### config.mk
export PLATFORM = sky130hd
export DESIGN_NAME = cnt_down_multi
export DESIGN_NICKNAME = d
export VERILOG_FILES = /design/src/rtl/cnt_down_pkg.sv /design/src/rtl/cnt_down_ch.sv /design/src/rtl/cnt_down_multi.sv
export SDC_FILE = /design/constraint.sdc
export NUM_CORES = 1
export LEC_CHECK = 0
export CORE_UTILIZATION = 30
export DETAILED_ROUTE_END_ITERATION = 12
export PLACE_DENSITY = 0.6
export SYNTH_ARGS = -nofsm -noshare
export SYNTH_HDL_FRONTEND = slang
export SYNTH_SLANG_ARGS = --single-unit
### constraint.sdc
create_clock -name CLK -period 2.97 [get_ports CLK]
set_clock_uncertainty 0.1 [all_clocks]
set_input_delay 0.7425 -clock CLK [delete_from_list [all_inputs] [get_ports CLK]]
set_output_delay 0.7425 -clock CLK [all_outputs]
set_load 0.03 [all_outputs]
### src/rtl/cnt_down_pkg.sv
// -----------------------------------------------------------------------------
// cnt_down_pkg
//   Shared definitions for the multi-channel down-counter/timer:
//     - ch_state_e  : per-channel state (IDLE / RUN)
//     - DEF_BW/NCH/PW : default counter width, channel count, prescaler width
//     - slice_lo()  : low bit index of element idx in a packed vector of
//                     width-sized elements
// -----------------------------------------------------------------------------
package cnt_down_pkg;

  localparam int DEF_BW  = 8;
  localparam int DEF_NCH = 4;
  localparam int DEF_PW  = 4;

  typedef enum logic {
    ST_IDLE = 1'b0,
    ST_RUN  = 1'b1
  } ch_state_e;

  // Low bit of element idx inside a packed bus of width-bit elements.
  function automatic int slice_lo(input int idx, input int width);
    return idx * width;
  endfunction

endpackage : cnt_down_pkg

### src/rtl/cnt_down_ch.sv
// -----------------------------------------------------------------------------
// cnt_down_ch
//   One channel of the multi-channel down-counter. Holds the count, the
//   reload value, the IDLE/RUN state, the one-cycle expiry pulse and the
//   sticky expiry flag. The shared tick comes from the parent.
//
// Ports
//   CLK        clock, all state on rising edge
//   RSTX       asynchronous active-low reset
//   tick_i     shared timebase tick (already gated by the global enable)
//   load_i     load strobe: count and reload take val_i, channel enters RUN
//   val_i      load value
//   dec_i      decrement enable for this channel
//   oneshot_i  1 = go IDLE on expiry, 0 = reload and keep running
//   clr_i      clears the sticky flag (an expiry in the same cycle wins)
//   cnt_o      current count
//   cnt0_o     combinational cnt_o == 0
//   run_o      channel is in RUN
//   exp_o      registered one-cycle expiry pulse
//   sticky_o   latched expiry flag
// -----------------------------------------------------------------------------
module cnt_down_ch
  import cnt_down_pkg::*;
#(
  parameter int BW = DEF_BW
) (
  input  logic          CLK,
  input  logic          RSTX,
  input  logic          tick_i,
  input  logic          load_i,
  input  logic [BW-1:0] val_i,
  input  logic          dec_i,
  input  logic          oneshot_i,
  input  logic          clr_i,
  output logic [BW-1:0] cnt_o,
  output logic          cnt0_o,
  output logic          run_o,
  output logic          exp_o,
  output logic          sticky_o
);

  ch_state_e     state_q, state_d;
  logic [BW-1:0] cnt_q, cnt_d;
  logic [BW-1:0] rld_q, rld_d;
  logic          exp_q, exp_d;
  logic          sticky_q, sticky_d;

  logic          advance;
  logic          cnt_zero;

  assign cnt_zero = (cnt_q == '0);
  // Ticks and DEC only matter while running; in IDLE the count is frozen.
  assign advance  = (state_q == ST_RUN) && tick_i && dec_i;

  always_ff @(posedge CLK or negedge RSTX) begin
    if (!RSTX) begin
      state_q  <= ST_IDLE;
      cnt_q    <= '0;
      rld_q    <= '0;
      exp_q    <= 1'b0;
      sticky_q <= 1'b0;
    end else begin
      state_q  <= state_d;
      cnt_q    <= cnt_d;
      rld_q    <= rld_d;
      exp_q    <= exp_d;
      sticky_q <= sticky_d;
    end
  end

  always_comb begin
    state_d  = state_q;
    cnt_d    = cnt_q;
    rld_d    = rld_q;
    exp_d    = 1'b0;
    // Clear first so that an expiry below overrides a coincident CLR.
    sticky_d = sticky_q & ~clr_i;

    if (load_i) begin
      // Load beats everything, including an expiry on the same tick.
      cnt_d   = val_i;
      rld_d   = val_i;
      state_d = ST_RUN;
    end else if (advance) begin
      if (!cnt_zero) begin
        cnt_d = cnt_q - BW'(1);
      end else begin
        // Expiry: count has sat at zero for one full tick.
        exp_d    = 1'b1;
        sticky_d = 1'b1;
        if (oneshot_i) begin
          // Count stays at zero; no wrap to all-ones.
          state_d = ST_IDLE;
        end else begin
          cnt_d = rld_q;
        end
      end
    end
  end

  assign cnt_o    = cnt_q;
  assign cnt0_o   = cnt_zero;
  assign run_o    = (state_q == ST_RUN);
  assign exp_o    = exp_q;
  assign sticky_o = sticky_q;

endmodule : cnt_down_ch

### src/rtl/cnt_down_multi.sv
// -----------------------------------------------------------------------------
// cnt_down_multi
//   Multi-channel programmable down-counter/timer. NCH independent channels
//   share one prescaler and the global enable. This level owns only the
//   prescaler and the packing of per-channel signals onto the flat ports.
//
// Build option
//   CNT_DOWN_MULTI_PRESCALE_EN
//     defined   : prescaler present, tick period = PRE+1 enabled cycles
//     undefined : tick = EN, PRE is accepted but ignored, no prescaler flops
//
// Ports
//   CLK      clock, all state on rising edge
//   RSTX     asynchronous active-low reset
//   EN       global enable; gates the prescaler and all ticks
//   PRE      prescaler divide value
//   LOAD     per-channel load strobe
//   VAL      per-channel load value, channel i at [i*BW +: BW]
//   DEC      per-channel decrement enable
//   ONESHOT  per-channel mode, 1 = one-shot, 0 = periodic
//   CLR      per-channel sticky clear
//   CNT      per-channel count, packed like VAL
//   CNT0     per-channel combinational count == 0
//   RUN      per-channel RUN state
//   EXP      per-channel registered one-cycle expiry pulse
//   STICKY   per-channel latched expiry flag
// -----------------------------------------------------------------------------
module cnt_down_multi
  import cnt_down_pkg::*;
#(
  parameter int BW  = DEF_BW,
  parameter int NCH = DEF_NCH,
  parameter int PW  = DEF_PW
) (
  input  logic              CLK,
  input  logic              RSTX,
  input  logic              EN,
  input  logic [PW-1:0]     PRE,
  input  logic [NCH-1:0]    LOAD,
  input  logic [NCH*BW-1:0] VAL,
  input  logic [NCH-1:0]    DEC,
  input  logic [NCH-1:0]    ONESHOT,
  input  logic [NCH-1:0]    CLR,
  output logic [NCH*BW-1:0] CNT,
  output logic [NCH-1:0]    CNT0,
  output logic [NCH-1:0]    RUN,
  output logic [NCH-1:0]    EXP,
  output logic [NCH-1:0]    STICKY
);

  logic tick;

`ifdef CNT_DOWN_MULTI_PRESCALE_EN
  logic [PW-1:0] pre_q, pre_d;

  // Counts PRE..0 while enabled. PRE is only sampled on the reload, so a
  // new divide value starts with the next period. Reset to 0 gives a tick
  // in the very first enabled cycle.
  always_comb begin
    pre_d = pre_q;
    if (EN) begin
      if (pre_q == '0) begin
        pre_d = PRE;
      end else begin
        pre_d = pre_q - PW'(1);
      end
    end
  end

  always_ff @(posedge CLK or negedge RSTX) begin
    if (!RSTX) begin
      pre_q <= '0;
    end else begin
      pre_q <= pre_d;
    end
  end

  assign tick = EN && (pre_q == '0);
`else
  // PRE stays on the port for interface compatibility only.
  logic pre_unused;
  assign pre_unused = ^PRE;
  assign tick       = EN;
`endif

  for (genvar gi = 0; gi < NCH; gi++) begin : g_ch
    cnt_down_ch #(
      .BW (BW)
    ) u_ch (
      .CLK       (CLK),
      .RSTX      (RSTX),
      .tick_i    (tick),
      .load_i    (LOAD[gi]),
      .val_i     (VAL[slice_lo(gi, BW) +: BW]),
      .dec_i     (DEC[gi]),
      .oneshot_i (ONESHOT[gi]),
      .clr_i     (CLR[gi]),
      .cnt_o     (CNT[slice_lo(gi, BW) +: BW]),
      .cnt0_o    (CNT0[gi]),
      .run_o     (RUN[gi]),
      .exp_o     (EXP[gi]),
      .sticky_o  (STICKY[gi])
    );
  end

endmodule : cnt_down_multi

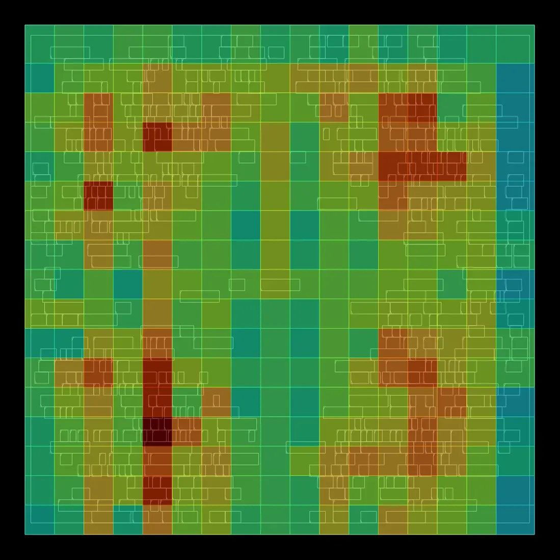
**Above:** run 1 (track usage over the die).
routed len/inst: 14.19 microns
Global Route Usage Sum: 0.1579
met3 Use GR: 0.04502
grt peak-use layer: met2

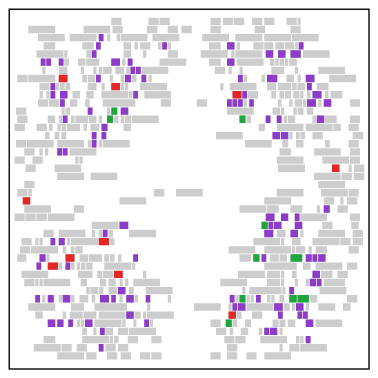
**Above:** run 1 (gate-type map).
Drawn at 3 px/micron.
legend:
  and/or cells:
    color: green
    cells: 10
  aoi and oai cells:
    color: purple
    cells: 105
    where: widely spread
  non-inverting ao/oa cells:
    color: red
    cells: 10

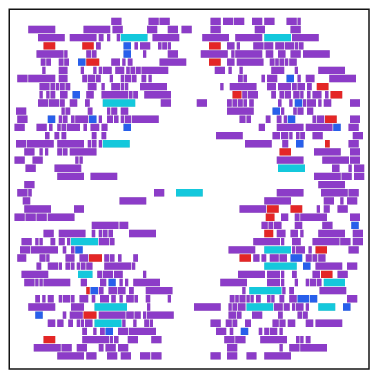
**Above:** run 1 (cells by drive strength).
Drawn at 3 px/micron.
legend:
  x1 and smaller:
    color: purple
    cells: 499
    share: 89%
  x3 and x4:
    color: blue
    cells: 25
    share: 4.4%
  x6 and larger:
    color: cyan
    cells: 16
    share: 2.8%
  x2:
    color: red
    cells: 22
    share: 3.9%

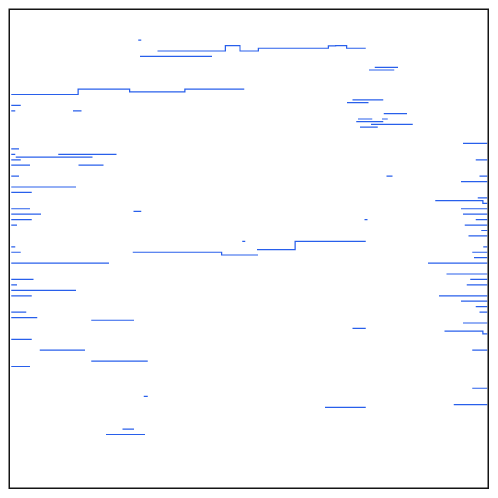
**Above:** run 1 (met3 routing).
Drawn at 4 px/micron.
main direction: horizontal
nets with wire on the layer: 71
wire length on this layer: 630 microns
longest straight run: 24.1 microns

-- run 1: per-stage QoR --
step	instance area [sq um]	total power, W	utilization	hold slack, ps	setup WS, ps
global route	5687	0.003570	0.4260	275.4	60.26
finish	5687	0.003395	0.4260	240.3	118.9
detailed placement	5321	0.002046	0.3987	372.7	199.8
global placement	5321	0.002029	0.3987	359.8	231.3
CTS	5685	0.003437	0.4259	257.5	19.88
floorplan	4134	0.001704	-	346.9	350.1
-- run 1: worst reg2reg max path, delay by kind of cell (launching register included) --
kind	cells	cell delay, ps
AOI/OAI and AO/OA	2	260
adders and majority gates	1	190
buffers and inverters	4	540
DFF	1	410
muxes	1	260
and+or+nand+nor	2	330
-- run 1: registers in the layout, indices dropped and copies added (netlist names) --
| signal | flops |
|---|---|
| g_ch.u_ch.cnt_o | 32 |
| g_ch.u_ch.exp_o | 4 |
| g_ch.u_ch.rld_q | 32 |
| g_ch.u_ch.run_o | 4 |
| g_ch.u_ch.sticky_o | 4 |
-- run 1: report_power, final --
group | internal, W | switching [W]
Clock | 0.000929 | 0.000440
Sequential | 0.00114 | 0.000112
Combinational | 0.000365 | 0.000413
-- run 1: Yosys cell counts (all sizes together) (5+ instances only) --
library cell  instances
ha                    8
o211ai                6
nor3                 14
o21ai                48
nor2                 33
mux2                 14
a22oi                13
nor4                  5
a21oi                13
a31oi                 6
dfrtp                76
inv                  44
and3                  6
buf                  17
nor2b                 6
clkbuf               12
xnor2                12
nand2                49
nand3                20
nand2b                5
-- run 1: cells by family (layout without fill, tap and decap cells) --
kind of cell / count (synthesis) / count (layout)
and+or+nand+nor: 151 / 151
AOI/OAI and AO/OA: 115 / 115
DFF: 76 / 76
buffers and inverters: 75 / 181
xor gates and xnor gates: 16 / 16
muxes: 15 / 15
adders and majority gates: 8 / 8
==> impl_metrics.yaml, run 1 <==
# generated from flow reports
routing:
  met1Wirelength_mm: 4.762
  highest_layer: "met4"
  vias: 3619
  drtIter0Drc: 284
cells_and_area:
  dominant-cell-class: "flip-flops and latches"
  diodes: 0
  seq-cell-share: 0.3344
  seq_cells: 76
  finalNonFillerCells: 738
  regArea_sq_um: 1902
  mostFrequentLayoutCell: "clkdlybuf4s50_1"
  buffers_excl_clock: 119
  final_cell_mix: "93 x clkdlybuf4s50_1, 76 x dfrtp_1, 49 x nand2_1, 43 x inv_1, 43 x o21ai_0"
  nets: 620
yosys:
  async_flop_share: 1.000
  flop_cell: "dfrtp_1"
  fp_nets: 519
  xor_area_frac: 0.03390
  ys_types: 52
  netlist_top_cells_area: "dfrtp_1 46%, o21ai_0 5.2%, nand2_1 4.4%, inv_1 3.9%, mux2_2 3.8%"
  yosysTopAreaCell: "dfrtp_1"
die:
  taps: 176
  die-area_sq_um: 14250
sta:
  fin_setup_tns_ps: 0
  rsz0062_at_grt: "no"
  max_slew_margin: 0.5596
clock_network:
  cts_setup_buffers: 0
  numCtsBuffers: 9
  hold_buffers: 0
setup_path:
  path_cells: "or4_4 > or3_4 > clkinv_8 > buf_4"
  reg2reg_from: "g_ch[0].u_ch.cnt_o[0]"
  slowest_stage: "or4_4"
  reg2reg_slack_ps: 780
pwr:
  power.leakage_nw: 2.458
  ir_drop_uv: 240.9
flow_run:
  drv_cap: 0
run_status:
  run_status: "finished clean"
place:
  place_inst: 722
**Run 1: placement by cell class**

Drawn at 3 px/micron. Fill, decap, tap and diode cells in gray.
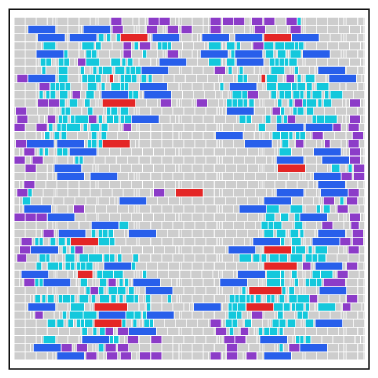

==> run 1 -> run 2 <==
- CORE_MARGIN: not set -> 2
- PLACE_DENSITY: 0.6 -> 0.5
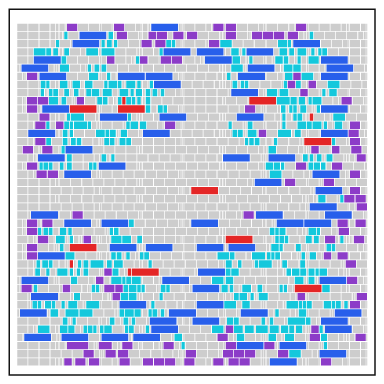
**Above:** run 2 (placement by cell class).
Drawn at 3 px/micron. Fill, decap, tap and diode cells in gray.
legend:
  remaining logic cells:
    color: cyan
    cells: 351
    share_of_their_area: 39%
  registers:
    color: blue
    cells: 76
    share_of_their_area: 36%
  clock drivers and dummy loads:
    color: red
    cells: 13
    share_of_their_area: 4.5%
  remaining buffers and delay cells:
    color: purple
    cells: 119
    share_of_their_area: 21%

==> run 2 against run 1 <==
  * Routed wire length grew 1.1%
  * Non-clock buffer count unchanged
  * Worst setup slack got worse by 15 ps
  * Core utilization shrank 0.89 points
  * Cell count shrank 0.41%
  * Fmax fell by 0.53%
  * Largest power group is now registers
  * Synthesized cell count is the same
  * Critical endpoint unchanged
  * Die size grew 3.4%
  * Highest routed layer unchanged
  * Sequential share of layout area rose by 0.71 points
==> impl_metrics.yaml, run 2 <==
# generated from flow reports
global_routing:
  track_usage: 0.1516
sta:
  max_slew_margin: 0.5409
  rsz0062_at_grt: "no"
  hold_slack_ps: 256.8
  worst_slack_ps: 103.7
  fin_setup_tns_ps: 0
yosys:
  async_flop_share: 1.000
  fp_nets: 519
  xor_area_frac: 0.03390
  yosysTopAreaCell: "dfrtp_1"
  flop_cell: "dfrtp_1"
cells_and_area:
  final_util: 0.4171
  final_cell_mix: "93 x clkdlybuf4s50_1, 76 x dfrtp_1, 49 x nand2_1, 43 x inv_1, 43 x o21ai_0"
  nets: 620
  stdcell_area_sq_um: 5568
  diodes: 0
flow_run:
  drv_cap: 0
clock_network:
  numCtsBuffers: 9
  hold_buffers: 0
run_status:
  run_status: "finished clean"
pwr:
  power.leakage_nw: 2.415
  ir_drop_uv: 318.2
routing:
  vias: 3540
place:
  dp_slack_ps: 215.1
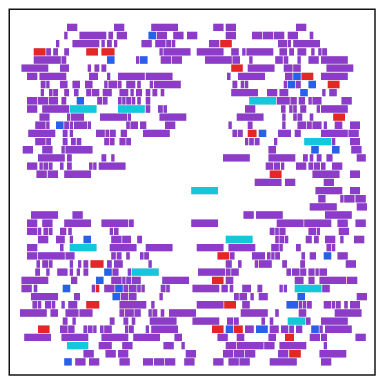
**Above:** run 2 (cells by drive strength).
Drawn at 3 px/micron.
legend:
  x1 and smaller:
    color: purple
    cells: 502
    share: 90%
  x2:
    color: red
    cells: 21
    share: 3.8%
  x3 and x4:
    color: blue
    cells: 25
    share: 4.5%
  x6 and larger:
    color: cyan
    cells: 11
    share: 2.0%

-- run 2: worst max-delay path by stage --
stage                     startpoint                    end  slack (ps)  depth (start not counted)
3_3_place_gp                      EN  g_ch[0].u_ch.cnt_o[3]         230                          4
4_1_cts        g_ch[1].u_ch.cnt_o[0]                CNT0[1]         0.4                          6
6_report       g_ch[2].u_ch.cnt_o[3]                CNT0[2]         100                          4
5_1_grt        g_ch[3].u_ch.cnt_o[0]                CNT0[3]           5                          6
2_1_floorplan  g_ch[2].u_ch.cnt_o[3]                CNT0[2]         350                          5
3_5_place_dp                      EN  g_ch[0].u_ch.cnt_o[4]         220                          4
-- run 2: routing by layer --
metal | GRT usage | vias to the layer above | routed length (microns)
li1 | - | 1775 | -
met1 | 0.1927 | 1663 | 4963
met2 | 0.2451 | 92 | 4928
met3 | 0.04793 | 10 | 598
met4 | 0.04813 | 0 | 102
met5 | 0 | - | 0
-- run 2: area by class of cell --
cell class	count	area, sq um	area share
repair buffers	119	1145	0.2056
inverters	46	185.2	0.03326
multi-input cells	305	1876	0.3369
clock buffers	13	240.2	0.04315
well taps	176	220.2	0.03955
flip-flops and latches	76	1902	0.3416
-- run 2: kinds of logic after synthesis --
kind of cell,Yosys count
and+or+nand+nor,151
AOI/OAI and AO/OA,115
adders and majority gates,8
DFF,76
muxes,15
buffers and inverters,75
xor gates and xnor gates,16
-- run 2: critical path, cell delays in order (launching register included) --
cell and delay (ps):
dfrtp_1 450, or4_4 610, or3_4 390, clkinv_8 80
buf_4 160
-- run 2: power breakdown --
group	switching [W]	internal, W	leakage (nW)
clock	0.000384	0.000552	0.116
sequential	0.000112	0.00114	0.916
combinational	0.000413	0.000365	1.38
-- run 2: timing repair --
item,CTS,global route
setup endpoints to repair,1,2
endpoints found under the hold margin,0,0
gates resized,1,2
buffers inserted,0,0
Power figures rest on the tool's default switching activity, not on a simulated workload.
